==> run_1/m2.png <==
Scale: 4 px per um.
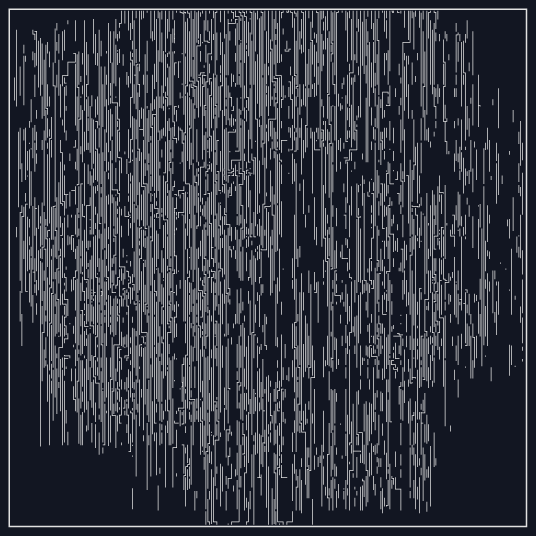
==> run_1/pinout.png <==
Scale: 4 px per um. Pins as bars across the die edge, other pins in gray.
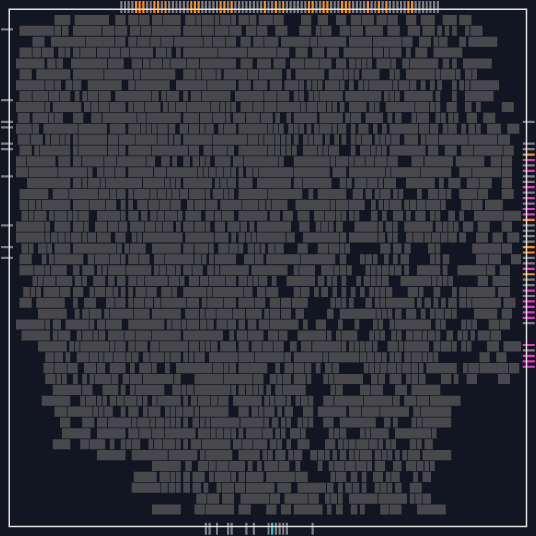
==> run_1/layers.png <==
Scale: 2 px per um. Two of the layers only.
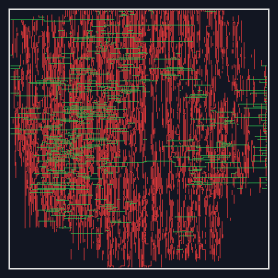
## config.mk

```make
export PLATFORM = sky130hd
export DESIGN_NAME = hram_test_sequencer
export DESIGN_NICKNAME = d
export VERILOG_FILES = /design/src/rtl/hram_test_pkg.sv /design/src/rtl/hram_pattern_gen.sv /design/src/rtl/hram_test_sequencer.sv
export SDC_FILE = /design/constraint.sdc
export NUM_CORES = 1
export LEC_CHECK = 0
export ABC_AREA = 1
export CAP_MARGIN = 40
export CORE_UTILIZATION = 48
export CTS_BUF_LIST = sky130_fd_sc_hd__clkbuf_16
export DETAILED_ROUTE_END_ITERATION = 6
export PLACE_DENSITY = 0.78
export SLEW_MARGIN = 15
export SYNTH_ARGS = -nofsm -noshare
export SYNTH_HDL_FRONTEND = slang
export SYNTH_HIERARCHICAL = 1
export SYNTH_SLANG_ARGS = --single-unit
```

## constraint.sdc

```tcl
create_clock -name memoryClock -period 2.05 [get_ports memoryClock]
set_clock_uncertainty 0.1 [all_clocks]
set_input_delay 0.41 -clock memoryClock [delete_from_list [all_inputs] [get_ports memoryClock]]
set_output_delay 0.41 -clock memoryClock [all_outputs]
set_load 0.05 [all_outputs]
```

## src/rtl/hram_test_pkg.sv

```systemverilog
// Shared state encoding, widths and data-pattern helper for the
// HyperRAM test sequencer.
package hram_test_pkg;

  localparam logic [31:0] SEED_DEF = 32'hA5C3_5A3C;
  localparam int ERR_W = 16;
  localparam int CNT_W = 7;

  typedef enum logic [2:0] {
    S_IDLE,
    S_WR_REQ,
    S_RD_REQ,
    S_RD_WAIT,
    S_DONE
  } state_t;

  function automatic logic [31:0] pattern(
    input logic [15:0] i,
    input logic [31:0] seed
  );
    return {~i, i} ^ seed;
  endfunction

endpackage

```

## src/rtl/hram_pattern_gen.sv

```systemverilog
// Registered address/data generator; the held data doubles as the
// expected value when checking read-back words.
module hram_pattern_gen
  import hram_test_pkg::*;
#(
  parameter int unsigned ADDR_W    = 21,
  parameter int unsigned BASE_ADDR = 0,
  parameter logic [31:0] SEED      = SEED_DEF
) (
  input  logic              clk,
  input  logic              rst_n,
  input  logic              load,
  input  logic [31:0]       idx,
  input  logic              flip,
  output logic [ADDR_W-1:0] addr,
  output logic [31:0]       data
);

  always_ff @(posedge clk) begin
    if (!rst_n) begin
      addr <= '0;
      data <= '0;
    end else if (load) begin
      addr <= ADDR_W'(BASE_ADDR + idx);
      data <= pattern(idx[15:0], SEED) ^ {31'b0, flip};
    end
  end

endmodule

```

## src/rtl/hram_test_sequencer.sv

```systemverilog
// HyperRAM write/read-back pattern tester. Build with HRAM_TEST_ERRINJ_EN
// to corrupt bit 0 of word 5 on every odd-numbered pass.
module hram_test_sequencer
  import hram_test_pkg::*;
#(
  parameter int unsigned ADDR_W      = 21,
  parameter int unsigned NUM_WORDS   = 256,
  parameter int unsigned BASE_ADDR   = 0,
  parameter logic [31:0] SEED        = SEED_DEF,
  parameter int unsigned TIMEOUT_CYC = 1023,
  parameter bit          LOOP        = 1'b1
) (
  input  logic              memoryClock,
  input  logic              resetn,
  input  logic              start,
  output logic              ctrlReq,
  output logic              ctrlWrite,
  output logic [ADDR_W-1:0] ctrlAddr,
  output logic [31:0]       ctrlWriteData,
  input  logic              ctrlAck,
  input  logic              ctrlReadValid,
  input  logic [31:0]       ctrlReadData,
  output logic [31:0]       readReg,
  output logic              readDataValid,
  output logic [CNT_W-1:0]  testStateCounter,
  output logic              testDone,
  output logic              testPass,
  output logic [ERR_W-1:0]  errorCount,
  output logic              timeoutErr
);

  localparam int TW =
    (TIMEOUT_CYC > 1) ? $clog2(TIMEOUT_CYC) : 1;
  localparam logic [31:0] LAST = 32'(NUM_WORDS - 1);
  localparam logic [TW-1:0] TLIM = TW'(TIMEOUT_CYC - 1);

  state_t state, state_n;

  logic [31:0]      idx, idx_n;
  logic [TW-1:0]    tmo, tmo_n;
  logic             req_n, wr_n;
  logic [31:0]      rd_n;
  logic             rdv_n;
  logic [CNT_W-1:0] cnt_n, cnt_up;
  logic             done_n, pass_n;
  logic [ERR_W-1:0] err_n, err_up;
  logic             terr_n;
  logic             load, flip;
  logic             last, tmo_hit;
  logic             busy, progress, accept;

  assign last    = (idx == LAST);
  assign tmo_hit = (tmo == TLIM);
  assign cnt_up  = testStateCounter + 1'b1;
  assign err_up  = (errorCount == '1) ?
                   errorCount : errorCount + 1'b1;

  assign busy = (state == S_WR_REQ) ||
                (state == S_RD_REQ) ||
                (state == S_RD_WAIT);
  assign progress = (state == S_RD_WAIT) ?
                    ctrlReadValid : ctrlAck;
  assign accept = ctrlReadValid &&
                  ((state == S_RD_WAIT) ||
                   ((state == S_RD_REQ) && ctrlAck));

`ifdef HRAM_TEST_ERRINJ_EN
  assign flip = wr_n && testStateCounter[0] &&
                (idx_n == 32'd5);
`else
  assign flip = 1'b0;
`endif

  hram_pattern_gen #(
    .ADDR_W    (ADDR_W),
    .BASE_ADDR (BASE_ADDR),
    .SEED      (SEED)
  ) u_gen (
    .clk   (memoryClock),
    .rst_n (resetn),
    .load  (load),
    .idx   (idx_n),
    .flip  (flip),
    .addr  (ctrlAddr),
    .data  (ctrlWriteData)
  );

  always_comb begin
    state_n = state;
    idx_n   = idx;
    tmo_n   = tmo;
    req_n   = ctrlReq;
    wr_n    = ctrlWrite;
    rd_n    = readReg;
    rdv_n   = 1'b0;
    cnt_n   = testStateCounter;
    done_n  = testDone;
    pass_n  = testPass;
    err_n   = errorCount;
    terr_n  = timeoutErr;
    load    = 1'b0;

    unique case (state)
      S_IDLE: begin
        if (start) begin
          state_n = S_WR_REQ;
          idx_n   = '0;
          err_n   = '0;
          terr_n  = 1'b0;
          done_n  = 1'b0;
          pass_n  = 1'b0;
          req_n   = 1'b1;
          wr_n    = 1'b1;
          load    = 1'b1;
          tmo_n   = '0;
        end
      end
      S_WR_REQ: begin
        if (ctrlAck) begin
          tmo_n = '0;
          load  = 1'b1;
          if (last) begin
            state_n = S_RD_REQ;
            idx_n   = '0;
            wr_n    = 1'b0;
          end else begin
            idx_n = idx + 1'b1;
          end
        end
      end
      S_RD_REQ: begin
        if (ctrlAck && !ctrlReadValid) begin
          state_n = S_RD_WAIT;
          req_n   = 1'b0;
          tmo_n   = '0;
        end
      end
      S_RD_WAIT: begin
      end
      S_DONE: begin
        if (!start || (LOOP && testPass))
          state_n = S_IDLE;
      end
      default: state_n = S_IDLE;
    endcase

    // read capture and the handshake watchdog are shared by all busy states
    if (accept) begin
      rd_n  = ctrlReadData;
      rdv_n = 1'b1;
      if (ctrlReadData != ctrlWriteData)
        err_n = err_up;
      if (last) begin
        state_n = S_DONE;
        req_n   = 1'b0;
        done_n  = 1'b1;
        pass_n  = (err_n == '0) && !timeoutErr;
        cnt_n   = cnt_up;
      end else begin
        state_n = S_RD_REQ;
        idx_n   = idx + 1'b1;
        req_n   = 1'b1;
        load    = 1'b1;
        tmo_n   = '0;
      end
    end else if (busy && !progress) begin
      if (tmo_hit) begin
        state_n = S_DONE;
        req_n   = 1'b0;
        terr_n  = 1'b1;
        done_n  = 1'b1;
        pass_n  = 1'b0;
        cnt_n   = cnt_up;
      end else begin
        tmo_n = tmo + 1'b1;
      end
    end
  end

  always_ff @(posedge memoryClock) begin
    if (!resetn) begin
      state            <= S_IDLE;
      idx              <= '0;
      tmo              <= '0;
      ctrlReq          <= 1'b0;
      ctrlWrite        <= 1'b0;
      readReg          <= '0;
      readDataValid    <= 1'b0;
      testStateCounter <= '0;
      testDone         <= 1'b0;
      testPass         <= 1'b0;
      errorCount       <= '0;
      timeoutErr       <= 1'b0;
    end else begin
      state            <= state_n;
      idx              <= idx_n;
      tmo              <= tmo_n;
      ctrlReq          <= req_n;
      ctrlWrite        <= wr_n;
      readReg          <= rd_n;
      readDataValid    <= rdv_n;
      testStateCounter <= cnt_n;
      testDone         <= done_n;
      testPass         <= pass_n;
      errorCount       <= err_n;
      timeoutErr       <= terr_n;
    end
  end

endmodule

```

==> results.sh, run 1 <==
# physical design summary
export IMPL_most_common_layout_cells="246 x nand2_1, 209 x buf_4, 121 x inv_1"
export IMPL_timing_rr_end="u_gen/addr[19]$_SDFFE_PN0P_"
export IMPL_worst_slack_ns=-0.410
export IMPL_cts_hold_buf=0
export IMPL_p_per_area_nw_per_um2=601
export IMPL_cp_max_fo=4
export IMPL_hpwl_mm=18.3
export IMPL_final_antenna_net_count=0
export IMPL_critPathLaunch="idx[1]$_SDFF_PN0_"
export IMPL_required_ns=2.28
export IMPL_p_clk_frac=0.421
export IMPL_peakVddDrop_mv=0.609
export IMPL_overflow=0
export IMPL_grtUsageTotal=0.313
export IMPL_ctsRootBufferMaster="clkbuf_16"
export IMPL_drc=2
export IMPL_fp_util=0.489
export IMPL_synthCells=1160
export IMPL_drtPass1Iterations=7
export IMPL_violations="design-rule violations, negative setup slack"
export IMPL_post_route_min_period_ns=2.46
export IMPL_wl_mm=30.3
export IMPL_cts_tree="done"
export IMPL_p_seq_frac=0.384
export IMPL_rsz0062_at_grt="true"
export IMPL_hold_ws_ns=0.167
export IMPL_grt_pass1_wl_mm=40.7
export IMPL_final_hold_violation_count=0
export IMPL_power_internal_w=0.00502
export IMPL_worst_ep_arrival_time_ns=2.69
export IMPL_min_delay_path_depth=2
export IMPL_p_leak_nw=5.65
export IMPL_power_switching_share=0.314
export IMPL_drt_initial_drc_count=1038
export IMPL_clk_pin_slew_worst_paths_ns=0.06
export IMPL_via_per_inst=5.68
export IMPL_relSlewSlack=0.648
export IMPL_comb_area_sq_um=4910
export IMPL_setup_viol=71
export IMPL_clockBufferDepth=2
export IMPL_regToRegSetupSlack_ns=-0.41
export IMPL_diodes=0
export IMPL_die_w_um=129
export IMPL_endpoint="u_gen/addr[19]$_SDFFE_PN0P_"
export IMPL_antenna_found_initial=0
export IMPL_clock_sinks=136
export IMPL_n_fill_cell=1013
export IMPL_die_h_um=129
export IMPL_post_place_cells=1622
export IMPL_power_total_w=0.00732
export IMPL_critPathCaptureType="flip-flop"
export IMPL_regArea_sq_um=2810
export IMPL_synth_area_sq_um=7740
export IMPL_fin_tns_setup_ns=-13.42
export IMPL_area_growth_pct=57.3
export IMPL_num_vias=9584
export IMPL_io_buffers=150
export IMPL_grt_max_degree=39
export IMPL_maxSlewViolCount=0
export IMPL_pin_count=151
export IMPL_period_used=1.20
export IMPL_status="finished, violations left"
export IMPL_dpl_cell_area_sq_um=10300
export IMPL_gp_congestion=0.959
export IMPL_start_kind="flip-flop"
export IMPL_combPwrFrac=0.195
export IMPL_post_route_cells_drive_above_1_share=0.339
export IMPL_numCtsBuffers=17
export IMPL_num_rows=46
export IMPL_place_ws_ns=-0.429
export IMPL_tightest_slew_ns=0.530
export IMPL_layout_top_cell="nand2_1"
export IMPL_clock_fmax_mhz=407
Notes on m2.png above:
The wires run mostly vertical. The layer carries 14,500 um of wire. The layer holds 48% of the routed length.

Notes on pinout.png above:
Key: errorCount = magenta [pins 16, direction output, edge right]; start = cyan [pins 1, direction input, edge bottom]; ctrlWriteData = orange [pins 32, direction output, edge 27 top, 5 right]

Notes on layers.png above:
Key: M2 = red [wire length 14,500 um]; M3 = green [wire length 2,560 um]

[run 1: repair_timing]
item,in CTS,in global routing
resized,105,223
setup endpoints to repair,92,86
pin swaps,13,87
cloned,1,3
buffers inserted,13,19
[run 1: critical path, stage by stage (launching register included)]
cell,delay (ns)
dfxtp_4,0.37
buf_6,0.09
buf_6,0.10
nand3_4,0.09
inv_4,0.09
nand2_4,0.08
nor4_4,0.34
nand2_1,0.20
nor2_2,0.23
nand2_2,0.13
o21ai_2,0.15
nand2_1,0.09
nand2_2,0.10
inv_2,0.05
nor2_2,0.08
nor2_1,0.04
[run 1: metal layers]
layer | share of wire | routed length (um) | global-route usage | vias up
li1 | - | - | - | 4347
met1 | 0.38 | 11500 | 0.388 | 4456
met2 | 0.48 | 14500 | 0.536 | 602
met3 | 0.084 | 2560 | 0.0528 | 179
met4 | 0.056 | 1700 | 0.129 | 0
met5 | 0 | 0 | 0 | -
[run 1: cell type report]
class / instances / area share
clock buffers: 18 / 0.0370
well taps: 216 / 0.0222
clock inverters: 14 / 0.0113
multi-input cells: 827 / 0.404
repair buffers: 332 / 0.242
repair inverters: 3 / 0.00401
flip-flops and latches: 136 / 0.231
inverters: 141 / 0.0485
[run 1: power groups by stage]
stage	sequential [W]	clock (W)	combinational, W
final	0.00281	0.00308	0.00142
after global routing	0.00282	0.00321	0.00150
after CTS	0.00280	0.00308	0.00122
after detailed placement	0.00286	0	0.00116
after global placement	0.00286	0	0.00114
after floorplan	0.00297	0	0.000635
[run 1: flip-flops by register name, indices dropped and copies added, names as in the netlist]
signal / cells
ctrlReq: 1
ctrlWrite: 1
errorCount: 16
idx: 32
readDataValid: 1
readReg: 32
state: 3
testDone: 1
testPass: 1
testStateCounter: 7
timeoutErr: 1
tmo: 10
u_gen/addr: 21
u_gen/data: 9
==> run 2: changes to the inputs <==
--- a/config.mk
+++ b/config.mk
@@ -7,10 +7,10 @@
 export LEC_CHECK = 0
 export ABC_AREA = 1
 export CAP_MARGIN = 40
-export CORE_UTILIZATION = 48
+export CORE_UTILIZATION = 53
 export CTS_BUF_LIST = sky130_fd_sc_hd__clkbuf_16
 export DETAILED_ROUTE_END_ITERATION = 6
-export PLACE_DENSITY = 0.78
+export PLACE_DENSITY = 0.81
 export SLEW_MARGIN = 15
 export SYNTH_ARGS = -nofsm -noshare
 export SYNTH_HDL_FRONTEND = slang
==> constraint.sdc (replaced) <==
create_clock -name memoryClock -period 2.55 [get_ports memoryClock]
set_clock_uncertainty 0.1 [all_clocks]
set_input_delay 0.51 -clock memoryClock [delete_from_list [all_inputs] [get_ports memoryClock]]
set_output_delay 0.51 -clock memoryClock [all_outputs]
set_load 0.05 [all_outputs]
==> run_2/m2.png <==
Scale: 4 px per um.
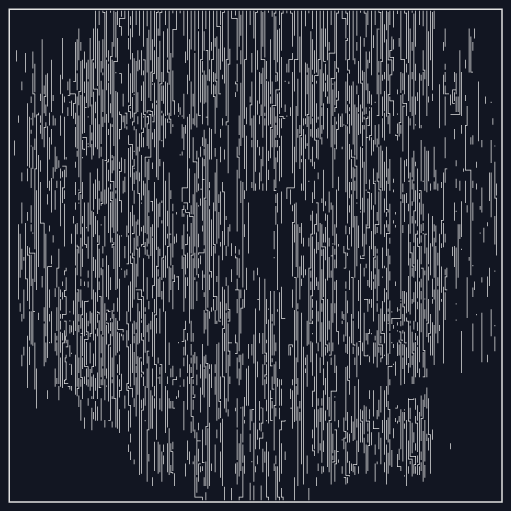
The longest straight run is 40.8 um. The layer holds 49% of the routed length. 1,153 nets have wire on it. The wires run mostly vertical. The layer carries 11,600 um of wire.

==> run 2 against run 1 <==
  * The flow now finishes without violations
  * Die area shrank 9.3%
  * Cell count shrank 9.7%
  * Largest cell class unchanged
  * First-iteration DRC count shrank 15%
  * Register-to-register slack gained 0.60 ns
  * Worst setup slack gained 0.43 ns
  * Clock-buffer cell count shrank 1
==> results.sh, run 2 <==
# physical design summary
export IMPL_maxSlewViolCount=0
export IMPL_pin_count=151
export IMPL_met1_length_mm=10.0
export IMPL_slowest_delay_ns=0.89
export IMPL_drtPass1Iterations=5
export IMPL_hpwl_mm=17.2
export IMPL_gp_congestion=1.00
export IMPL_drc=0
export IMPL_cts_setup_buffers=0
export IMPL_peakVddDrop_mv=0.444
export IMPL_post_route_min_period_ns=2.53
export IMPL_setup_viol=0
export IMPL_num_rows=43
export IMPL_clk_pin_slew_worst_paths_ns=0.07
export IMPL_top_layer="met4"
export IMPL_path_delay_family="buffers and inverters"
export IMPL_start_kind="flip-flop"
export IMPL_synth_area_sq_um=7740
export IMPL_clockBufferDepth=2
export IMPL_post_place_cells=1491
export IMPL_stdcell_count=1523
export IMPL_clock_sinks=136
export IMPL_synth_area_per_cell_sq_um=6.67
export IMPL_post_route_cells_drive_above_1_share=0.103
export IMPL_final_hold_violation_count=0
export IMPL_die_h_um=123
export IMPL_insertion_delay_ns=0.43
export IMPL_fp_util=0.551
export IMPL_grt_max_degree=37
export IMPL_grtUsageMet1=0.415
export IMPL_crit_buf_inv=1
export IMPL_required_ns=1.94
export IMPL_grtUsageTotal=0.322
export IMPL_grt_pass1_vias=7560
export IMPL_diodes=0
export IMPL_overflow=0
export IMPL_period_used=0.992
export IMPL_area_growth_pct=32.1
export IMPL_power_total_w=0.00561
export IMPL_tightest_slew_ns=0.561
export IMPL_htree_levels=4
export IMPL_wl_per_cell_um=15.7
export IMPL_rsz0062_at_grt="false"
export IMPL_status="complete, no violations"
export IMPL_relSlewSlack=0.625
export IMPL_num_vias=8352
export IMPL_grt_busiest_layer="met2"
export IMPL_cap_violations=0
export IMPL_numCtsBuffers=17
export IMPL_synthCells=1160
export IMPL_top_regs="idx x32, readReg x32, u_gen/addr x21"
export IMPL_worst_ep_arrival_time_ns=1.92
export IMPL_layout_top_cell="nand2_1"
export IMPL_layout_nets=1372
export IMPL_critPathCaptureType="output pin"
export IMPL_cts_tree="done"
export IMPL_clock_fmax_mhz=395
export IMPL_p_per_area_nw_per_um2=549
export IMPL_path_cells="clkdlybuf4s50_1"
export IMPL_n_fill_cell=1141
export IMPL_wl_mm=23.9
export IMPL_critPathKind="flip-flop to output pin"
export IMPL_cp_max_fo=6
export IMPL_design_core_area_sq_um=14000
export IMPL_die_w_um=123
export IMPL_drt_initial_drc_count=881
export IMPL_p_leak_nw=4.22
export IMPL_io_buffers=150
export IMPL_wl_met3_mm=1.66
export IMPL_grt_pass1_wl_mm=37.6
export IMPL_synth_warning_count=6
export IMPL_warning_count=27
export IMPL_met2_usage=0.532
export IMPL_met3_usage=0.0511
export IMPL_min_path_type="flip-flop to flip-flop"
export IMPL_via_per_inst=5.48
export IMPL_ctsRootBufferMaster="clkbuf_16"
export IMPL_most_common_layout_cells="297 x nand2_1, 146 x clkdlybuf4s50_1, 136 x nor2_1"
export IMPL_chipArea_sq_um=15100
export IMPL_final_antenna_net_count=0
export IMPL_antenna_found_initial=0
export IMPL_design_area_sq_um=10200
export IMPL_hold_ws_ns=0.354
export IMPL_wl_met2_mm=11.6
export IMPL_crit_slowest_cell="clkdlybuf4s50_1"
export IMPL_dpl_cell_area_sq_um=9620
==> run_2/layers.png <==
Scale: 2 px per um. Two of the layers only.
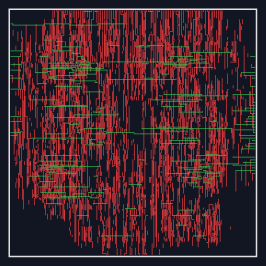
Key: M2 = red [wire length 11,600 um]; M3 = green [wire length 1,660 um]

## run 2: tightest hold or removal path: cells and delay by family (launching register included)
kind | cells | cell delay (ns)
simple gates | 1 | 0.05
flops | 1 | 0.32
compound gates | 1 | 0.05
## run 2: final timing paths
| path | startpoint | endpoint | cells after the start | slack (ns) |
|---|---|---|---|---|
| hold reg to reg | readReg[5]$_SDFFE_PN0P_ | readReg[5]$_SDFFE_PN0P_ | 2 | 0.35 |
| setup / recovery | u_gen/addr[15]$_SDFFE_PN0P_ | ctrlWriteData[15] | 1 | 0.02 |
| setup reg to reg | idx[0]$_SDFF_PN0_ | u_gen/addr[11]$_SDFFE_PN0P_ | 12 | 0.19 |
| hold / removal | readReg[5]$_SDFFE_PN0P_ | readReg[5]$_SDFFE_PN0P_ | 2 | 0.35 |
## run 2: area by class of cell
class | count | area, sq um | area share
sequential | 136 | 2720 | 0.267
clock buffer | 17 | 425 | 0.0416
timing repair buffer | 207 | 2020 | 0.198
inverter | 141 | 532 | 0.0520
multi-input combinational | 827 | 4140 | 0.405
clock inverter | 15 | 155 | 0.0152
tap | 180 | 225 | 0.0220
## run 2: repair_timing
action,in CTS,in global routing
resized,1,7
endpoints found under the setup margin,1,22
hold endpoints to repair,0,0
hold buffers,0,0
## run 2: per-stage QoR
stage                     setup slack [ns]  setup TNS [ns]   util
after floorplan                     0.0912               0      -
after global placement            -0.00967        -0.00967  0.685
after detailed placement           -0.0776         -0.0886  0.685
after CTS                           0.0397               0  0.727
after global routing               0.00266               0  0.728
final                               0.0193               0  0.728
## run 2: report_power, final
part | switching (W) | internal, W
clock | 0.00106 | 0.00138
sequential | 0.0000866 | 0.00217
combinational | 0.000581 | 0.000329
No activity file was given, so power comes from the tool's default toggle rates.
